File: config.mk
export PLATFORM = sky130hd
export DESIGN_NAME = minibus_master_8bit_flat
export DESIGN_NICKNAME = d
export VERILOG_FILES = /design/src/rtl/minibus_pkg.sv /design/src/rtl/minibus_master_8bit_if.sv /design/src/rtl/minibus_sync2.sv /design/src/rtl/minibus_master_8bit.sv /design/src/flat_wrapper.sv
export SDC_FILE = /design/constraint.sdc
export NUM_CORES = 1
export LEC_CHECK = 0
export ABC_CLOCK_PERIOD_IN_PS = 2650
export CELL_PAD_IN_SITES_DETAIL_PLACEMENT = 0
export CELL_PAD_IN_SITES_GLOBAL_PLACEMENT = 1
export CORE_MARGIN = 3
export CORE_UTILIZATION = 35
export DETAILED_ROUTE_END_ITERATION = 8
export HOLD_SLACK_MARGIN = 0.15
export PLACE_DENSITY = 0.79
export SETUP_SLACK_MARGIN = 0.02
export SLEW_MARGIN = 20
export SYNTH_ARGS = -nofsm -noshare
export SYNTH_HDL_FRONTEND = slang
export SYNTH_HIERARCHICAL = 1
export SYNTH_SLANG_ARGS = --single-unit
File: constraint.sdc
create_clock -name clk -period 2.65 [get_ports clk]
set_input_delay 0.795 -clock clk [delete_from_list [all_inputs] [get_ports clk]]
set_output_delay 0.795 -clock clk [all_outputs]
set_load 0.1 [all_outputs]
File: src/rtl/minibus_pkg.sv
// Shared types and constants for the 8-bit minibus initiator.
// Widths, FSM states and the CPLD card-detect signature.
package minibus_pkg;

  localparam int ADDR_W      = 20;
  localparam int DATA_W      = 8;
  localparam int CD_ADDR_BIT = 13;

  localparam logic [DATA_W-1:0] CD_PRESENT = 8'hE5;
  localparam logic [DATA_W-1:0] CD_ABSENT  = 8'hAD;

  typedef enum logic [2:0] {
    IDLE,
    SETUP,
    STROBE,
    HOLD,
    TURN
  } state_e;

  typedef struct packed {
    logic              write;
    logic [ADDR_W-1:0] addr;
    logic [DATA_W-1:0] wdata;
  } req_t;

endpackage

File: src/rtl/minibus_master_8bit_if.sv
// Command/response handshake plus CPLD pin bundle.
// master: the initiator block; slave: host side and pins.
interface minibus_master_8bit_if;
  import minibus_pkg::*;

  logic              req_valid;
  logic              req_ready;
  logic              req_write;
  logic [ADDR_W-1:0] req_addr;
  logic [DATA_W-1:0] req_wdata;
  logic              rsp_valid;
  logic [DATA_W-1:0] rsp_rdata;
  logic              rsp_timeout;
  logic              card_present;
  logic              cd_err;
  logic [ADDR_W-1:0] address;
  logic [DATA_W-1:0] data_out;
  logic              data_oe;
  logic [DATA_W-1:0] data_in;
  logic              cs;
  logic              rw_b;
  logic              oe;
  logic              wait_n;

  modport master (
    input  req_valid, req_write, req_addr,
    input  req_wdata, data_in, wait_n,
    output req_ready, rsp_valid, rsp_rdata,
    output rsp_timeout, card_present, cd_err,
    output address, data_out, data_oe,
    output cs, rw_b, oe
  );

  modport slave (
    output req_valid, req_write, req_addr,
    output req_wdata, data_in, wait_n,
    input  req_ready, rsp_valid, rsp_rdata,
    input  rsp_timeout, card_present, cd_err,
    input  address, data_out, data_oe,
    input  cs, rw_b, oe
  );

endinterface

File: src/rtl/minibus_sync2.sv
// Two-flop synchroniser for the asynchronous cf_wait line.
// Resets to 1 so a fresh cycle never starts out stalled.
module minibus_sync2 (
  input  logic clk,
  input  logic reset,
  input  logic d,
  output logic q
);

  logic meta;

  always_ff @(posedge clk) begin
    if (reset) begin
      meta <= 1'b1;
      q    <= 1'b1;
    end else begin
      meta <= d;
      q    <= meta;
    end
  end

endmodule

File: src/rtl/minibus_master_8bit.sv
// Minibus initiator: one command at a time into a timed
// SETUP/STROBE/HOLD/TURN bus cycle, with wait and card detect.
module minibus_master_8bit
  import minibus_pkg::*;
#(
  parameter int SETUP_CYC  = 1,
  parameter int STROBE_CYC = 4,
  parameter int HOLD_CYC   = 1,
  parameter int TURN_CYC   = 1,
  parameter int WAIT_TMO   = 255
) (
  input logic                  clk,
  input logic                  reset,
  minibus_master_8bit_if.master bus
);

  localparam logic [7:0] SETUP_N  = 8'(SETUP_CYC);
  localparam logic [7:0] STROBE_N = 8'(STROBE_CYC);
  localparam logic [7:0] HOLD_N   = 8'(HOLD_CYC);
  localparam logic [7:0] TURN_N   = 8'(TURN_CYC);
  localparam logic [7:0] TMO_N    = 8'(WAIT_TMO);

  state_e            state, state_d;
  logic [7:0]        cnt, cnt_d;
  logic [7:0]        wcnt, wcnt_d;
  logic              to_q, to_d;
  logic [DATA_W-1:0] rd_q, rd_d;
  req_t              req_q, req_d;
  req_t              req_in, cur;
  logic              wait_s;
  logic              accept;
  logic              done;

  logic              ready_d;
  logic              rsp_valid_d;
  logic [DATA_W-1:0] rsp_rdata_d;
  logic              rsp_to_d;
  logic              cp_d, err_d;
  logic [ADDR_W-1:0] addr_d;
  logic [DATA_W-1:0] dout_d;
  logic              doe_d;
  logic              cs_d, rw_d, oe_d;

  minibus_sync2 u_sync (
    .clk   (clk),
    .reset (reset),
    .d     (bus.wait_n),
    .q     (wait_s)
  );

  assign req_in = {bus.req_write, bus.req_addr, bus.req_wdata};
  assign accept = (state == IDLE) & bus.req_valid & bus.req_ready;
  // Bus pins launch from the live request on the accept edge.
  assign cur    = (state == IDLE) ? req_in : req_q;
  assign done   = (state == HOLD) & (state_d == TURN);

  always_ff @(posedge clk) begin
    if (reset) begin
      state <= IDLE;
      cnt   <= '0;
      wcnt  <= '0;
      to_q  <= 1'b0;
      rd_q  <= '0;
      req_q <= '0;
    end else begin
      state <= state_d;
      cnt   <= cnt_d;
      wcnt  <= wcnt_d;
      to_q  <= to_d;
      rd_q  <= rd_d;
      req_q <= req_d;
    end
  end

  always_comb begin
    state_d = state;
    cnt_d   = cnt;
    wcnt_d  = wcnt;
    to_d    = to_q;
    rd_d    = rd_q;
    req_d   = req_q;
    unique case (1'b1)
      (state == IDLE): begin
        if (accept) begin
          state_d = SETUP;
          cnt_d   = SETUP_N;
          wcnt_d  = '0;
          to_d    = 1'b0;
          rd_d    = '0;
          req_d   = req_in;
        end
      end
      (state == SETUP): begin
        if (cnt == 8'd1) begin
          state_d = STROBE;
          cnt_d   = STROBE_N;
        end else begin
          cnt_d = cnt - 8'd1;
        end
      end
      // Counter parks at 1 while the CPLD stretches the strobe.
      (state == STROBE): begin
        if (cnt != 8'd1) begin
          cnt_d = cnt - 8'd1;
        end else if (wait_s) begin
          state_d = HOLD;
          cnt_d   = HOLD_N;
          rd_d    = bus.data_in;
        end else if (wcnt == TMO_N) begin
          state_d = HOLD;
          cnt_d   = HOLD_N;
          to_d    = 1'b1;
        end else begin
          wcnt_d = wcnt + 8'd1;
        end
      end
      (state == HOLD): begin
        if (cnt == 8'd1) begin
          state_d = TURN;
          cnt_d   = TURN_N;
        end else begin
          cnt_d = cnt - 8'd1;
        end
      end
      (state == TURN): begin
        if (cnt == 8'd1) begin
          state_d = IDLE;
        end else begin
          cnt_d = cnt - 8'd1;
        end
      end
      default: state_d = IDLE;
    endcase
  end

  // Pins are registered from the next state so they track it.
  always_comb begin
    ready_d     = (state_d == IDLE);
    rsp_valid_d = 1'b0;
    rsp_rdata_d = '0;
    rsp_to_d    = 1'b0;
    cp_d        = bus.card_present;
    err_d       = bus.cd_err;
    addr_d      = bus.address;
    dout_d      = bus.data_out;
    doe_d       = bus.data_oe;
    rw_d        = bus.rw_b;
    cs_d        = 1'b1;
    oe_d        = 1'b1;
    unique case (1'b1)
      (state_d == SETUP): begin
        addr_d = cur.addr;
        dout_d = cur.wdata;
        doe_d  = cur.write;
        rw_d   = ~cur.write;
      end
      (state_d == STROBE): begin
        cs_d = 1'b0;
        oe_d = cur.write;
      end
      (state_d == TURN), (state_d == IDLE): begin
        doe_d = 1'b0;
        rw_d  = 1'b1;
      end
      default: begin
      end
    endcase
    if (done) begin
      rsp_valid_d = 1'b1;
      rsp_to_d    = to_q;
      if (!to_q && !req_q.write) rsp_rdata_d = rd_q;
      if (!to_q && !req_q.write && req_q.addr[CD_ADDR_BIT]) begin
        if (rd_q == CD_PRESENT) begin
          cp_d  = 1'b1;
          err_d = 1'b0;
        end else if (rd_q == CD_ABSENT) begin
          cp_d  = 1'b0;
          err_d = 1'b0;
        end else begin
          err_d = 1'b1;
        end
      end
    end
  end

  always_ff @(posedge clk) begin
    if (reset) begin
      bus.req_ready    <= 1'b1;
      bus.rsp_valid    <= 1'b0;
      bus.rsp_rdata    <= '0;
      bus.rsp_timeout  <= 1'b0;
      bus.card_present <= 1'b0;
      bus.cd_err       <= 1'b0;
      bus.address      <= '0;
      bus.data_out     <= '0;
      bus.data_oe      <= 1'b0;
      bus.cs           <= 1'b1;
      bus.rw_b         <= 1'b1;
      bus.oe           <= 1'b1;
    end else begin
      bus.req_ready    <= ready_d;
      bus.rsp_valid    <= rsp_valid_d;
      bus.rsp_rdata    <= rsp_rdata_d;
      bus.rsp_timeout  <= rsp_to_d;
      bus.card_present <= cp_d;
      bus.cd_err       <= err_d;
      bus.address      <= addr_d;
      bus.data_out     <= dout_d;
      bus.data_oe      <= doe_d;
      bus.cs           <= cs_d;
      bus.rw_b         <= rw_d;
      bus.oe           <= oe_d;
    end
  end

endmodule

File: src/flat_wrapper.sv
// flat-port wrapper written by rule: the top's interface ports become plain ports
module minibus_master_8bit_flat import minibus_pkg::*;
#(
  parameter int SETUP_CYC  = 1,
  parameter int STROBE_CYC = 4,
  parameter int HOLD_CYC   = 1,
  parameter int TURN_CYC   = 1,
  parameter int WAIT_TMO   = 255
)
  (clk, reset, bus_req_valid, bus_req_write, bus_req_addr, bus_req_wdata, bus_data_in, bus_wait_n, bus_req_ready, bus_rsp_valid, bus_rsp_rdata, bus_rsp_timeout, bus_card_present, bus_cd_err, bus_address, bus_data_out, bus_data_oe, bus_cs, bus_rw_b, bus_oe);
  minibus_master_8bit_if bus_i ();
  input logic clk;
  input logic reset;
  input wire logic [$bits(bus_i.req_valid)-1:0] bus_req_valid;
  input wire logic [$bits(bus_i.req_write)-1:0] bus_req_write;
  input wire logic [$bits(bus_i.req_addr)-1:0] bus_req_addr;
  input wire logic [$bits(bus_i.req_wdata)-1:0] bus_req_wdata;
  input wire logic [$bits(bus_i.data_in)-1:0] bus_data_in;
  input wire logic [$bits(bus_i.wait_n)-1:0] bus_wait_n;
  output wire logic [$bits(bus_i.req_ready)-1:0] bus_req_ready;
  output wire logic [$bits(bus_i.rsp_valid)-1:0] bus_rsp_valid;
  output wire logic [$bits(bus_i.rsp_rdata)-1:0] bus_rsp_rdata;
  output wire logic [$bits(bus_i.rsp_timeout)-1:0] bus_rsp_timeout;
  output wire logic [$bits(bus_i.card_present)-1:0] bus_card_present;
  output wire logic [$bits(bus_i.cd_err)-1:0] bus_cd_err;
  output wire logic [$bits(bus_i.address)-1:0] bus_address;
  output wire logic [$bits(bus_i.data_out)-1:0] bus_data_out;
  output wire logic [$bits(bus_i.data_oe)-1:0] bus_data_oe;
  output wire logic [$bits(bus_i.cs)-1:0] bus_cs;
  output wire logic [$bits(bus_i.rw_b)-1:0] bus_rw_b;
  output wire logic [$bits(bus_i.oe)-1:0] bus_oe;
  assign bus_i.req_valid = bus_req_valid;
  assign bus_i.req_write = bus_req_write;
  assign bus_i.req_addr = bus_req_addr;
  assign bus_i.req_wdata = bus_req_wdata;
  assign bus_i.data_in = bus_data_in;
  assign bus_i.wait_n = bus_wait_n;
  assign bus_req_ready = bus_i.req_ready;
  assign bus_rsp_valid = bus_i.rsp_valid;
  assign bus_rsp_rdata = bus_i.rsp_rdata;
  assign bus_rsp_timeout = bus_i.rsp_timeout;
  assign bus_card_present = bus_i.card_present;
  assign bus_cd_err = bus_i.cd_err;
  assign bus_address = bus_i.address;
  assign bus_data_out = bus_i.data_out;
  assign bus_data_oe = bus_i.data_oe;
  assign bus_cs = bus_i.cs;
  assign bus_rw_b = bus_i.rw_b;
  assign bus_oe = bus_i.oe;
  minibus_master_8bit #(.SETUP_CYC(SETUP_CYC), .STROBE_CYC(STROBE_CYC), .HOLD_CYC(HOLD_CYC), .TURN_CYC(TURN_CYC), .WAIT_TMO(WAIT_TMO)) u_core (.clk(clk), .reset(reset), .bus(bus_i));
endmodule
Fig. 1: floorplan with the power grid
Pins as bars on the die edge.
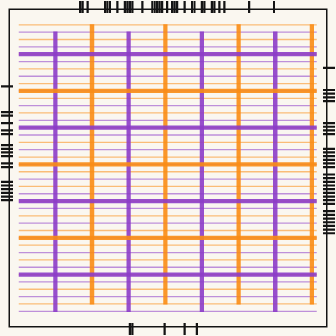
Key: VDD = orange; VSS = purple
8 straps on met4. 40 met1 rails follow the rows. 7 straps on met5.

Fig. 2: cell classes on the final placement
The bar under the picture is 20 um long.
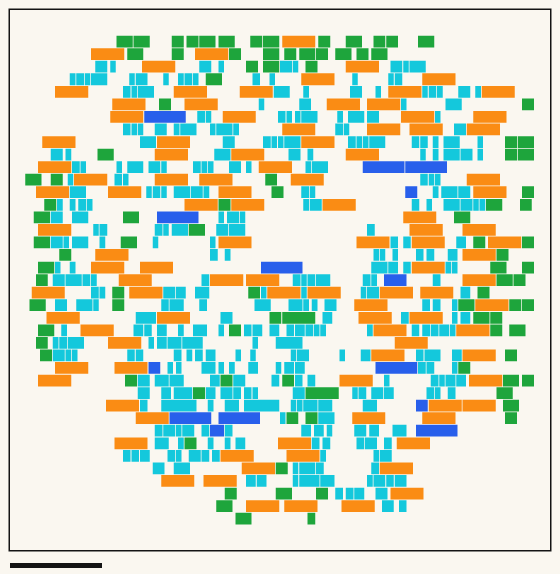
Key: flip-flops = orange [cells 104]; other buffers and delay cells = green [cells 99]; all other logic = cyan [cells 364]; clock drivers and dummy loads = blue [cells 14]

Fig. 3: clock distribution
The bar under the picture is 20 um long.
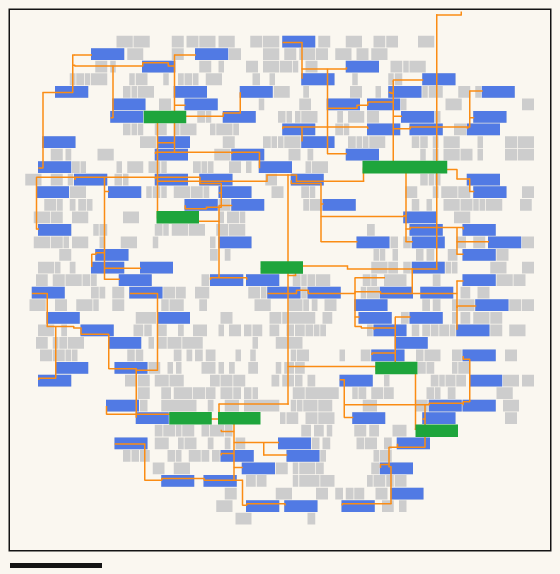
Key: flip-flops = blue [count 104]; cells driving clock nets = green [count 9]; clock wires = orange [length 1,260 um]
There are 10 routed clock nets.

Fig. 4: signal wires by layer
Only two layers are drawn.
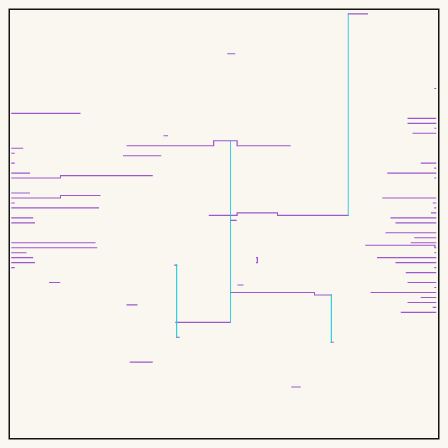
Key: met3 = purple [wire length 570 um]; met4 = cyan [wire length 137 um]

==> PnR_summary.wiki <==
=== Physical design figures ===
{| class="wikitable"
! Metric !! Value
|-
| Core utilization at floorplan || 0.368
|-
| Post-cts gate resize count || 0
|-
| Highest attainable clock frequency || 0.434 GHz
|-
| Total CTS buffers || 9
|-
| Status || finished clean
|-
| Worst setup slack after placement || 0.122 ns
|-
| Port buffer count || 85
|-
| Data arrival time at the worst-slack endpoint || 2.57 ns
|-
| Number of cells in the yosys synthesis report || 499
|-
| Synthesized area divided by synthesized cell count || 8.64 sq um
|-
| Via count || 3,701
|-
| Hold_buf cts || 0
|-
| Hold violation count in the final report || 0
|-
| YS warnings || 6
|-
| Setup repair after global routing missed its margin || false
|-
| Die extent in y || 117 um
|-
| Register share after synthesis || 0.483
|-
| Mapped Cells || 499
|-
| Chip Area, Yosys || 4310 sq um
|-
| Actual slew at the worst max-slew pin || 0.884 ns
|-
| Number of enable flip-flop cells || 0
|-
| Total length of routed wires || 10.6 mm
|-
| Post-Route Hold Slack || 0.417 ns
|-
| Placeable Area || 11,700 sq um
|-
| Clk slew on worst S/H paths || 0.07 ns
|-
| Critical Path Source || u_core/cnt[1]$_SDFFE_PP0P_
|-
| Detailed-route DRC error count || 0
|-
| Most instantiated logic cell after routing || sky130_fd_sc_hd__dfxtp_1
|-
| Count of nets after finishing || 622
|}
[stage by stage]
step	area [sq um]	power [uW]	utilization
final	5520	5330	0.471
after global routing	5520	5620	0.471
after CTS	5520	5390	0.471
after detailed placement	5250	4150	0.448
after global placement	5250	4120	0.448
after floorplan	4310	3600	-
[logic make-up (layout without fill, tap and decap cells)]
logic type                 count (synthesis)  count (layout)  synth area share
adders and majority gates                  3               3           0.00870
buffers and inverters                     38             120            0.0354
and+or+nand+nor                          205             205             0.231
xor gates and xnor gates                   3               3           0.00609
DFF                                      104             104             0.483
AOI/OAI and AO/OA                        116             116             0.166
muxes                                     30              30            0.0696
[report_power, final]
group          switching, uW  internal (uW)  total [uW]
logic                   1540            630        2170
clock network            572            656        1230
registers                165           1780        1940
[cells in the mapped netlist, drive strengths merged, types with 7 or more instances]
master | number | share of area
o31ai | 8 | 0.014
a211oi | 31 | 0.054
mux2i | 30 | 0.070
a21oi | 58 | 0.068
clkbuf | 26 | 0.023
and3 | 8 | 0.012
inv | 7 | 0.0061
dfxtp | 104 | 0.48
o21ai | 8 | 0.0093
nand2 | 79 | 0.069
nor2 | 51 | 0.044
or4 | 8 | 0.015
nand3 | 14 | 0.016
nor3 | 9 | 0.010
[layout make-up]
| type | instances | area [sq um] |
|---|---|---|
| clock buffers | 10 | 239 |
| inverters | 7 | 26.3 |
| multi-input cells | 357 | 2090 |
| clock inverters | 4 | 31.3 |
| flip-flops and latches | 104 | 2080 |
| well taps | 143 | 179 |
| repair buffers | 99 | 863 |
| fillers | 1146 | 6200 |
[registers in the layout (all words and copies together), names as in the netlist, 3 cells and up]
name / flops
u_core/bus.address: 20
u_core/rd_q: 8
u_core/bus.data_out: 8
u_core/state: 3
u_core/cnt: 8
u_core/wcnt: 8
u_core/req_q: 29
u_core/bus.rsp_rdata: 8
[layer usage]
layer	global-route usage	share of wire	up-vias
met2	0.253	0.46	77
met5	0	0	-
met3	0.0468	0.054	10
li1	-	-	1918
met1	0.199	0.47	1696
met4	0.0489	0.013	0
[final timing paths]
kind / end / cells past startpoint
worst max-delay path: u_core/wcnt[7]$_SDFFE_PP0P_ / 7
worst min-delay path: u_core/u_sync/q$_SDFF_PP1_ / 1
worst max register to register: u_core/wcnt[7]$_SDFFE_PP0P_ / 7
worst min register to register: u_core/u_sync/q$_SDFF_PP1_ / 1
No activity file was given, so power comes from the tool's default toggle rates.
